**Run 1: sequential cells grouped by signal name**

Scale bar: 50 um. Other sequential cells in the stronger grey, the rest of the logic in the fainter grey.
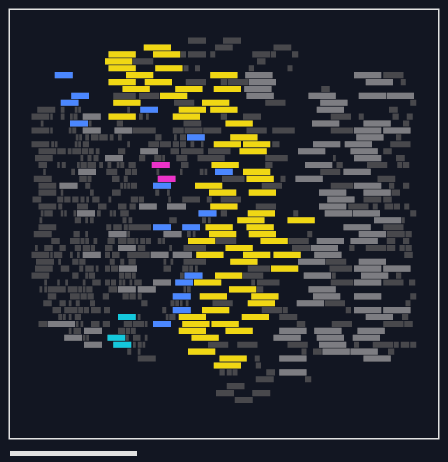
**Run 1: drive-strength map**

Scale bar: 50 um.
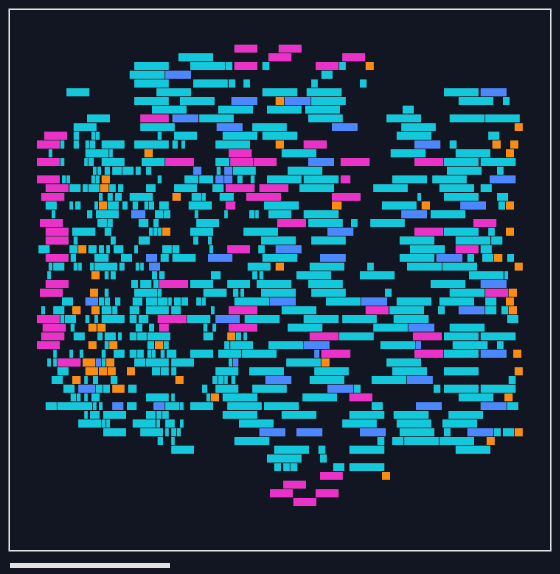
**Run 1: clock nets**

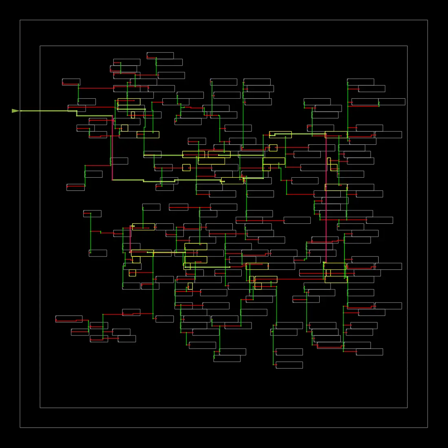
`config.mk`:
```
export PLATFORM = sky130hd
export DESIGN_NAME = fetch_unit
export DESIGN_NICKNAME = d
export VERILOG_FILES = /design/src/rtl/fetch_unit.sv
export SDC_FILE = /design/constraint.sdc
export NUM_CORES = 1
export LEC_CHECK = 0
export ABC_CLOCK_PERIOD_IN_PS = 3400
export CAP_MARGIN = 15
export CORE_MARGIN = 8
export CORE_UTILIZATION = 30
export CTS_CLUSTER_SIZE = 16
export DETAILED_ROUTE_END_ITERATION = 10
export PLACE_DENSITY = 0.49
export SYNTH_ARGS = -nofsm -noshare
export SYNTH_HDL_FRONTEND = slang
export SYNTH_SLANG_ARGS = --single-unit
export TNS_END_PERCENT = 50
```
`constraint.sdc`:
```
create_clock -name clk -period 3.4 [get_ports clk]
set_clock_uncertainty 0.15 [all_clocks]
set_input_delay 0.68 -clock clk [delete_from_list [all_inputs] [get_ports clk]]
set_output_delay 0.68 -clock clk [all_outputs]
set_load 0.1 [all_outputs]
```
`src/rtl/fetch_unit.sv`:
```
// Instruction fetch stage: owns the fetch PC, keeps one memory read in flight and
// buffers returned words in a prefetch queue. Build macro FETCH_STATS_EN adds stat counters.
module fetch_unit #(
    parameter int          DEPTH    = 4,
    parameter logic [15:0] RESET_PC = 16'h0000
) (
    input  logic        clk,
    input  logic        rst_n,
    output logic        mem_req,
    output logic [15:0] mem_addr,
    input  logic        mem_vld,
    input  logic [15:0] mem_rdata,
    output logic        if_valid,
    output logic [15:0] if_instr,
    output logic [15:0] if_pc,
    input  logic        dec_take,
    input  logic        redirect,
    input  logic [15:0] redirect_pc,
    input  logic        halt
`ifdef FETCH_STATS_EN
    ,
    output logic [15:0] stat_redirects,
    output logic [15:0] stat_empty
`endif
);

    localparam int PW = $clog2(DEPTH);
    localparam int CW = PW + 1;
    localparam logic [CW:0] DEPTH_V = (CW + 1)'(DEPTH);

    localparam logic [1:0] ST_IDLE   = 2'd0;
    localparam logic [1:0] ST_WAIT   = 2'd1;
    localparam logic [1:0] ST_HALTED = 2'd2;

    logic [1:0]    state_r;
    logic [15:0]   fetch_pc_r;
    logic [15:0]   req_addr_r;
    logic          kill_r;
    logic          halted_r;
    logic [CW-1:0] count_r;
    logic [PW-1:0] rd_ptr_r;
    logic [PW-1:0] wr_ptr_r;
    logic [15:0]   pc_mem_r    [DEPTH];
    logic [15:0]   instr_mem_r [DEPTH];

    logic          wait_s;
    logic          space_s;
    logic          issue_s;
    logic          push_s;
    logic          pop_s;
    logic          halted_next_s;
    logic          kill_next_s;
    logic [1:0]    state_next_s;

    // Issue / push / pop decisions; space deliberately ignores a same-cycle pop.
    always_comb begin
        wait_s        = (state_r == ST_WAIT);
        space_s       = (({1'b0, count_r} + {{CW{1'b0}}, wait_s}) < DEPTH_V);
        halted_next_s = halted_r || halt;
        issue_s       = 1'b0;
        if (!rst_n || halted_r || redirect || !space_s) begin
            issue_s = 1'b0;
        end else if (state_r == ST_IDLE) begin
            issue_s = !kill_r;
        end else if (wait_s) begin
            issue_s = mem_vld;
        end else begin
            issue_s = 1'b0;
        end
        push_s = wait_s && mem_vld && !kill_r && !redirect;
        pop_s  = dec_take && (count_r != {CW{1'b0}}) && !redirect;
    end

    // Next-state and kill tracking; a redirect with a read still in flight poisons its response.
    always_comb begin
        state_next_s = state_r;
        kill_next_s  = kill_r;
        case (state_r)
            ST_IDLE: begin
                if (issue_s) begin
                    state_next_s = ST_WAIT;
                end else if (halted_next_s) begin
                    state_next_s = ST_HALTED;
                end else begin
                    state_next_s = ST_IDLE;
                end
            end
            ST_WAIT: begin
                if (!mem_vld || issue_s) begin
                    state_next_s = ST_WAIT;
                end else if (halted_next_s) begin
                    state_next_s = ST_HALTED;
                end else begin
                    state_next_s = ST_IDLE;
                end
            end
            ST_HALTED: state_next_s = ST_HALTED;
            default:   state_next_s = ST_IDLE;
        endcase
        if (redirect && wait_s && !mem_vld) begin
            kill_next_s = 1'b1;
        end else if (mem_vld) begin
            kill_next_s = 1'b0;
        end else begin
            kill_next_s = kill_r;
        end
    end

    // Control state, fetch PC and queue pointers.
    always_ff @(posedge clk) begin
        if (!rst_n) begin
            state_r    <= ST_IDLE;
            fetch_pc_r <= RESET_PC;
            req_addr_r <= 16'h0000;
            kill_r     <= (state_r == ST_WAIT) && !mem_vld;
            halted_r   <= 1'b0;
            count_r    <= {CW{1'b0}};
            rd_ptr_r   <= {PW{1'b0}};
            wr_ptr_r   <= {PW{1'b0}};
        end else begin
            state_r  <= state_next_s;
            kill_r   <= kill_next_s;
            halted_r <= halted_next_s;
            if (redirect) begin
                fetch_pc_r <= redirect_pc;
            end else if (issue_s) begin
                fetch_pc_r <= fetch_pc_r + 16'h0001;
            end else begin
                fetch_pc_r <= fetch_pc_r;
            end
            if (issue_s) begin
                req_addr_r <= fetch_pc_r;
            end else begin
                req_addr_r <= req_addr_r;
            end
            if (redirect) begin
                count_r  <= {CW{1'b0}};
                rd_ptr_r <= {PW{1'b0}};
                wr_ptr_r <= {PW{1'b0}};
            end else begin
                if (push_s) begin
                    wr_ptr_r <= wr_ptr_r + PW'(1);
                end else begin
                    wr_ptr_r <= wr_ptr_r;
                end
                if (pop_s) begin
                    rd_ptr_r <= rd_ptr_r + PW'(1);
                end else begin
                    rd_ptr_r <= rd_ptr_r;
                end
                case ({push_s, pop_s})
                    2'b10:   count_r <= count_r + CW'(1);
                    2'b01:   count_r <= count_r - CW'(1);
                    default: count_r <= count_r;
                endcase
            end
        end
    end

    // Queue storage: instruction word tagged with the address it was fetched from.
    always_ff @(posedge clk) begin
        if (push_s) begin
            pc_mem_r[wr_ptr_r]    <= req_addr_r;
            instr_mem_r[wr_ptr_r] <= mem_rdata;
        end else begin
            pc_mem_r[wr_ptr_r]    <= pc_mem_r[wr_ptr_r];
            instr_mem_r[wr_ptr_r] <= instr_mem_r[wr_ptr_r];
        end
    end

    // Memory request strobe and queue head presentation.
    always_comb begin
        mem_req  = issue_s;
        mem_addr = issue_s ? fetch_pc_r : 16'h0000;
        if_valid = (count_r != {CW{1'b0}});
        if (if_valid) begin
            if_instr = instr_mem_r[rd_ptr_r];
            if_pc    = pc_mem_r[rd_ptr_r];
        end else begin
            if_instr = 16'h0000;
            if_pc    = 16'h0000;
        end
    end

`ifdef FETCH_STATS_EN
    logic [15:0] stat_redirects_r;
    logic [15:0] stat_empty_r;

    // Saturating counters of redirect cycles and starved (non-halted) cycles.
    always_ff @(posedge clk) begin
        if (!rst_n) begin
            stat_redirects_r <= 16'h0000;
            stat_empty_r     <= 16'h0000;
        end else begin
            if (redirect && (stat_redirects_r != 16'hFFFF)) begin
                stat_redirects_r <= stat_redirects_r + 16'h0001;
            end else begin
                stat_redirects_r <= stat_redirects_r;
            end
            if (!if_valid && !halted_r && (stat_empty_r != 16'hFFFF)) begin
                stat_empty_r <= stat_empty_r + 16'h0001;
            end else begin
                stat_empty_r <= stat_empty_r;
            end
        end
    end

    assign stat_redirects = stat_redirects_r;
    assign stat_empty     = stat_empty_r;
`endif

endmodule

```
==> results.txt, run 1 <==
largest net degree at the start of global routing -> 34
Root Driver -> clkbuf_16
FF-to-FF path depth -> 9
Worst Tran Pin Value -> 536 ps
Post-synth seq share -> 0.682
crit path time final -> 3190 ps
FP Util -> 0.307
largest registers -> instr_mem_r x64, pc_mem_r x64
routed length per instance -> 18.4 um
Worst path max stage delay -> 550 ps
simple-gate share of the synthesized area -> 0.104
comb. cell area -> 0.00202 mm2
Internal -> 3380 uW
Setup violations, final -> 0
status -> finished clean
boundary pin count -> 88
placed instance count -> 851
Area-dominant class -> registers
number of global-route vias before repair -> 4419
Antenna Nets Post-Route -> 0
worst path cell trace -> clkdlybuf4s50_1 -> nand2b_1 -> and4_4 -> nand2_4 -> clkinv_2 -> nand2_1 -> inv_1 -> buf_12
nonclk inv count -> 31
final setup TNS -> 0 ps
Yosys Instances -> 471
Seq group -> 2300 uW
FA/HA/MAJ Cells, Area Fraction -> 0.0136
layout cells sized above 1 -> 0.266
Synth-to-Final Area Change -> 32.6%
CP startpoint kind -> primary input
chip height -> 168 um
Comb power frac -> 0.046
gr ovfl total -> 0
Mapped Cells -> 471
Tcrit/Tclk final -> 0.938
Worst EP arrival -> 2360 ps
max-slew violations -> 0
Synth Cell Area -> 0.00697 mm2
Final Total Pwr -> 4320 uW
Hold Path Class -> reg2reg
hold buffer count at cts -> 0
Worst EP required -> 2570 ps
Residual DRC -> 0
Min-Delay Startpoint -> req_addr_r[12]
Critical Path Stages -> 8
chip area -> 0.0284 mm2
Tapcells -> 285
Ant. Diodes -> 0
Max-Cap Viols -> 0
Rel. slew slack -> 0.642
xor+xnor area frac -> 0.0113
non-filler cells, final -> 883
flop2flop setup slack -> 1010 ps
fin area -> 0.00925 mm2
FILL cells -> 2138
Final Wtd Congestion -> 0.788
Vias/cell -> 4.73
CTS clk-pin slew, worst paths -> 70 ps
Logic family by area -> multiplexers
CTS tree -> built
DRT Pass-1 Iters -> 4
Notes on 'sequential cells grouped by signal name' above:
- `req_addr_r`: blue (placed flops 16)
- `count_r`: cyan (placed flops 3)
- `wr_ptr_r`: magenta (placed flops 2)
- `pc_mem_r`: yellow (placed flops 64)
- not coloured: 88

Notes on 'drive-strength map' above:
- x3 and x4: orange (cells 51; share 8.5%; most used buf_4)
- x2: blue (cells 49; share 8.2%; most used mux4_2)
- x1 and smaller: cyan (cells 439; share 73%; most used edfxtp_1)
- x6 and larger: magenta (cells 59; share 9.9%; most used buf_12)

Notes on 'clock nets' above:
CTS sink count: 173
Power Clock: 1810 uW
flip-flops: 173
# clk buffers: 19
clk_lat worst skew: 420 ps

## run 1: routing by layer
layer | vias up | track usage | share of wire
met1 | 2072 | 0.150 | 0.47
met5 | - | 0 | 0
met3 | 7 | 0.0472 | 0.071
li1 | 1984 | - | -
met2 | 112 | 0.183 | 0.46
met4 | 0 | 0.0268 | 0.0055
## run 1: cells in the mapped netlist (all sizes together) (6+ instances only)
cell / count / share of area
a21oi: 27 / 0.019
buf: 8 / 0.0056
clkbuf: 14 / 0.0075
dfxtp: 44 / 0.13
edfxtp: 129 / 0.56
ha: 6 / 0.011
inv: 31 / 0.017
mux4: 32 / 0.10
nand2: 45 / 0.025
nand3: 9 / 0.0065
nor2: 17 / 0.010
nor2b: 32 / 0.029
nor3: 7 / 0.0072
o21ai: 11 / 0.0079
**Run 1: wiring by layer**

Scale bar: 50 um.
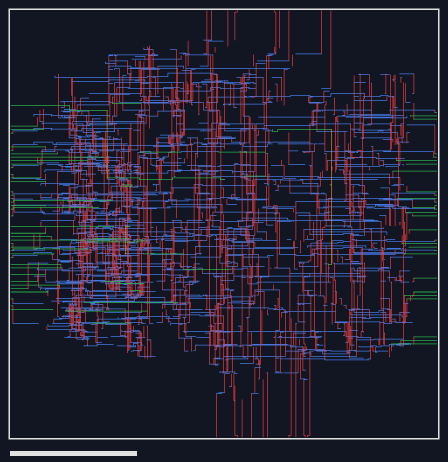

==> run 2: changes to the inputs <==
- CORE_UTILIZATION: 30 -> 35
- PLACE_DENSITY: 0.49 -> 0.56
- SLEW_MARGIN: unset -> 15
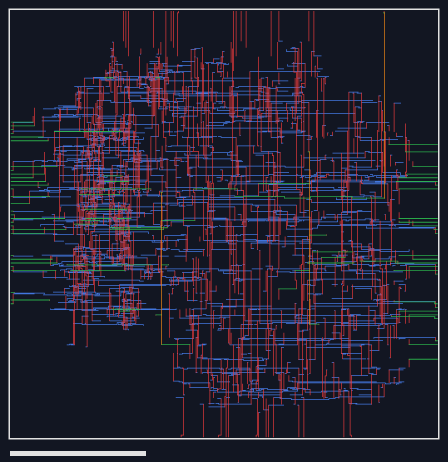
**Above:** run 2 (wiring by layer).
Scale bar: 50 um.
- M1: blue (wire length 6600 um)
- M3: green (wire length 957 um)
- M4: orange (wire length 187 um)
- M2: red (wire length 7200 um)

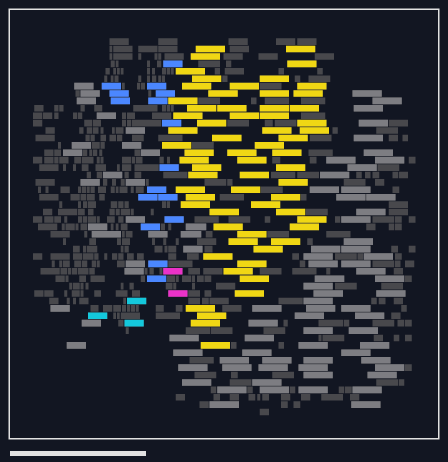
**Above:** run 2 (sequential cells grouped by signal name).
Scale bar: 50 um. Other sequential cells in the stronger grey, the rest of the logic in the fainter grey.
- `count_r`: cyan (placed flops 3)
- `req_addr_r`: blue (placed flops 16)
- `pc_mem_r`: yellow (placed flops 64)
- `wr_ptr_r`: magenta (placed flops 2)
- not coloured: 88

==> run 2 against run 1 <==
- setup slack worse by 0.92 ps
- wire length is 8.2% lower
- via count is 0.34% higher
- combinational power hardly changed
- critical path type unchanged
- critical endpoint is now mem_addr[5]
==> results.txt, run 2 <==
status -> finished clean
worst setup margin -> 209 ps
hold buffer count at cts -> 0
placed instance count -> 822
Largest type area fraction -> 0.556
Final Total Pwr -> 4380 uW
Site Rows -> 51
DRT Pass-1 Iters -> 4
die width -> 157 um
Post-Syn Nets -> 516
DR WL met2 -> 7200 um
crit path time final -> 3190 ps
CTS clk-pin slew, worst paths -> 60 ps
boundary pin count -> 88
tool warnings -> 29
clk_lat worst skew -> 420 ps
simple-gate share of the synthesized area -> 0.104
FP Util -> 0.357
CP startpoint kind -> primary input
Synth top cell by count -> edfxtp_1
FF-to-FF path depth -> 8
gr ovfl total -> 0
post-cts resize count -> 0
Max-Cap Viols -> 0
CTS sink count -> 173
Setup violations, final -> 0
Tcrit/Tclk final -> 0.939
Min-Delay Startpoint -> req_addr_r[7]
Critical Path Stages -> 8
Yosys Instances -> 471
Synth Cell Area -> 0.00697 mm2
Logic family by area -> multiplexers
top cells, area -> edfxtp_1 (56%), dfxtp_1 (13%), mux4_2 (10%)
FA/HA/MAJ Cells, Area Fraction -> 0.0136
Root Driver -> clkbuf_16
Cells on Worst Hold Path -> 2
max-slew violations -> 0
WL met1 -> 6600 um
Worst EP required -> 2570 ps
setup repair after global routing missed its margin -> no
Worst EP arrival -> 2360 ps
top layer in use -> met4
xor+xnor area frac -> 0.0113
Post-synth seq share -> 0.682
flop2flop setup slack -> 1000 ps
Fmax -> 0.313 GHz
non-filler cells, final -> 854
Final Wtd Congestion -> 0.789
GR Layer Usage met2 -> 0.206
M1 GR Usage -> 0.158
worst setup path endpoint -> mem_addr[5]
metal3 WL -> 957 um
Synth-to-Final Area Change -> 31.0%
CTS H-tree depth -> 4
number of synthesis warnings -> 0
largest net degree at the start of global routing -> 34
Residual DRC -> 0
grt met3 use -> 0.0324
final core utilization -> 0.468
ao+oa area frac -> 0.0524
Ant. Diodes -> 0
chip area -> 0.0247 mm2
ys flops -> 173
Worst Tran Pin Value -> 507 ps
synthesis area per yosys -> 0.00697 mm2
hold slack -> 351 ps
routed length per instance -> 17.5 um
Mapped Cells -> 471
layout cells sized above 1 -> 0.255
Hold Path Class -> reg2reg
drt first-iter violations -> 197
number of global-route vias before repair -> 4377
Worst path max stage delay -> 470 ps
Rel. slew slack -> 0.662
final setup TNS -> 0 ps
largest registers -> instr_mem_r x64, pc_mem_r x64
first-pass GRT wire length -> 23700 um
CTS tree -> built
busiest grt layer -> met2
top cells by count, synth -> edfxtp_1 (129), dfxtp_1 (44), nand2_1 (44)
worst path cell trace -> clkdlybuf4s50_1 -> nand2b_1 -> and4_4 -> nand2_4 -> inv_2 -> nand2_1 -> inv_1 -> buf_12
chip height -> 157 um
Antenna Nets Post-Route -> 0
cell taking the most area after synthesis -> edfxtp_1
Tot GR Track Use -> 0.126
fin area -> 0.00913 mm2
Vias/cell -> 4.91
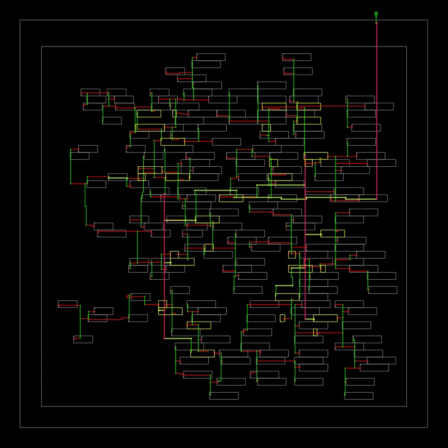
**Above:** run 2 (clock nets).
# clk buffers: 21
Power Clock: 1880 uW
Num CTS Buffers: 17

==> run 2: cell counts after synthesis <==
Identical to the previous run, type by type.
==> run 2: kinds of logic (layout without fill, tap and decap cells) <==
family / after synthesis / after routing
AND/OR/NAND/NOR: 135 / 135
flip-flops: 173 / 173
multiplexers: 34 / 34
XOR/XNOR: 9 / 9
adder cells (fa/ha/maj): 7 / 7
buffers and inverters: 53 / 171
AND-OR/OR-AND: 60 / 60
==> run 2: where the power goes <==
group	total (uW)	switching [uW]	internal, uW
Combinational	197	109	87.7
Clock	1880	781	1100
Sequential	2300	25.8	2280
==> run 2: final cells by class <==
cell class	count	area, um2
clock inverters	11	106
multi-input cells	245	2020
well taps	265	332
inverters	31	116
flip-flops and latches	173	4760
fillers	1781	10400
repair buffers	108	1320
clock buffers	21	483
**Run 2: drive-strength map**

Scale bar: 50 um.
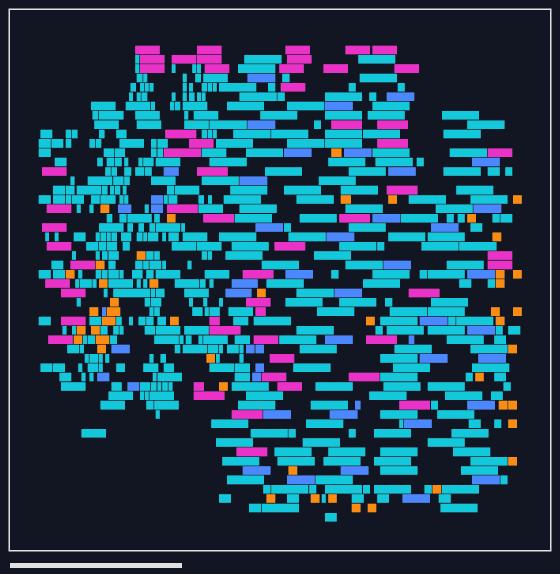

==> run 3: changes to the inputs <==
- CAP_MARGIN: 15 -> unset
- CORE_UTILIZATION: 35 -> 45
- GPL_TIMING_DRIVEN: unset -> 0
- PLACE_DENSITY: 0.56 -> 0.68
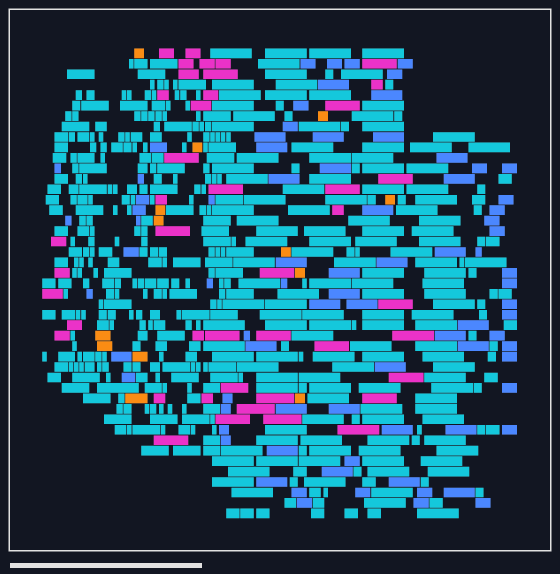
**Above:** run 3 (drive-strength map).
Scale bar: 50 um.
- x6 and larger: magenta (cells 43; share 7.3%; most used clkbuf_16)
- x2: blue (cells 81; share 14%; most used mux4_2)
- x1 and smaller: cyan (cells 456; share 77%; most used edfxtp_1)
- x3 and x4: orange (cells 13; share 2.2%; most used buf_4)

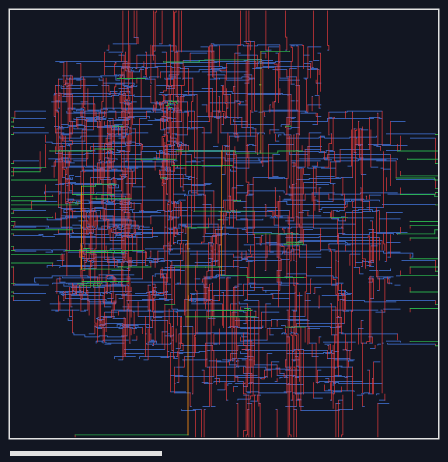
**Above:** run 3 (wiring by layer).
Scale bar: 50 um.
- M3: green (wire length 818 um)
- M1: blue (wire length 6250 um)
- M2: red (wire length 7420 um)
- M4: orange (wire length 169 um)

==> run 3 against run 2 <==
- sequential share of layout area is 1.8 points higher
- largest power group unchanged
- highest routed layer unchanged
- design area shrank 3.4%
- wire length shrank 1.9%
==> results.txt, run 3 <==
gr ovfl total -> 0
xor+xnor area frac -> 0.0113
Tot GR Track Use -> 0.153
Worst EP arrival -> 2500 ps
fraction of area in multi-input gates -> 0.230
FF-to-FF path depth -> 8
metal3 WL -> 817 um
hold buffer count at cts -> 0
layout cells sized above 1 -> 0.231
Max-Cap Viols -> 0
Cells on Worst Hold Path -> 0
# clk buffers -> 17
CTS sink count -> 173
Post-Syn Nets -> 516
combinational gates -> 245
Ant. Diodes -> 0
busiest grt layer -> met2
DR WL met2 -> 7420 um
Synth top cell by count -> edfxtp_1
CP startpoint kind -> flop
Site Rows -> 45
Logic family by area -> multiplexers
clk cell area share -> 0.0661
Final Wtd Congestion -> 0.843
Comb power frac -> 0.043
Clock Power Share -> 0.432
Rel. slew slack -> 0.362
Final Total Pwr -> 4380 uW
buffer share of cell area -> 0.126
Mapped Cells -> 471
crit path time final -> 3330 ps
M1 GR Usage -> 0.179
nonclk inv count -> 31
Buffers excl. clock -> 112
Synth-to-Final Area Change -> 26.6%
tool warnings -> 31
status -> finished clean
switch share -> 0.214
CTS clk-pin slew, worst paths -> 70 ps
Num CTS Buffers -> 17
number of synthesis warnings -> 0
DRT Pass-1 Iters -> 6
flop2flop setup slack -> 800 ps
top cells, area -> edfxtp_1 (56%), dfxtp_1 (13%), mux4_2 (10%)
first-pass GRT wire length -> 23100 um
chip area -> 0.0197 mm2
largest registers -> instr_mem_r x64, pc_mem_r x64
Hold Path Class -> reg2reg
sequential share of power -> 0.525
Worst Tran Pin Value -> 960 ps
Residual DRC -> 0
Fmax -> 0.300 GHz
number of global-route vias before repair -> 4464
ao+oa area frac -> 0.0524
Power Clock -> 1890 uW
drt first-iter violations -> 235
grt met3 use -> 0.0401
CTS tree -> built
final setup TNS -> 0 ps
FILL cells -> 1168
CTS H-tree depth -> 4
FP Util -> 0.460
cell taking the most area after synthesis -> edfxtp_1
Antenna Nets Post-Route -> 0
Tcrit/Tclk final -> 0.980
Internal -> 3440 uW
Worst path max stage delay -> 530 ps
Biggest consumer -> sequential cells
clk_lat worst skew -> 420 ps
Area-dominant class -> registers
worst setup margin -> 67.0 ps
boundary pin count -> 88
Tapcells -> 188
routed length per instance -> 18.8 um
hold slack -> 355 ps
Worst EP required -> 2570 ps
worst path cell trace -> clkbuf_1 -> buf_4 -> mux4_2 -> nor2b_1 -> clkdlybuf4s15_2
flip-flops -> 173
top cells by count, synth -> edfxtp_1 (129), dfxtp_1 (44), nand2_1 (44)
post-cts resize count -> 204
FA/HA/MAJ Cells, Area Fraction -> 0.0136
top layer in use -> met4
largest net degree at the start of global routing -> 22
comb. cell area -> 0.00203 mm2
non-filler cells, final -> 781
Sw Pwr -> 936 uW
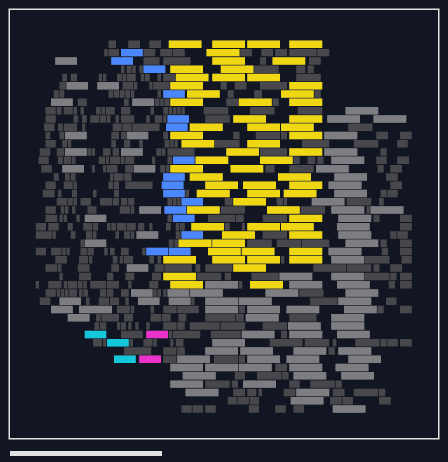
**Above:** run 3 (sequential cells grouped by signal name).
Scale bar: 50 um. Other sequential cells in the stronger grey, the rest of the logic in the fainter grey.
Seq group: 2300 uW
register area: 0.00475 mm2

==> run 3: cell counts after synthesis <==
Identical to the previous run, type by type.
==> run 3: how the worst max path moves through the flow <==
stage                        from            to  slack (ps)  depth (start not counted)
after floorplan           mem_vld  mem_addr[10]         140                          7
after global placement    mem_vld  mem_addr[13]        -940                          9
after detailed placement  mem_vld  mem_addr[14]        -930                          9
after CTS                    flop      if_pc[9]         -10                          5
after global routing         flop      if_pc[9]         -50                          5
final                        flop      if_pc[9]          70                          5
==> run 3: through the flow <==
| stage | utilization | instance area (um2) |
|---|---|---|
| floorplan | - | 6970 |
| global placement | 0.533 | 8070 |
| detailed placement | 0.540 | 8180 |
| CTS | 0.580 | 8790 |
| global route | 0.583 | 8820 |
| finish | 0.583 | 8820 |
Power figures rest on the tool's default switching activity, not on a simulated workload.
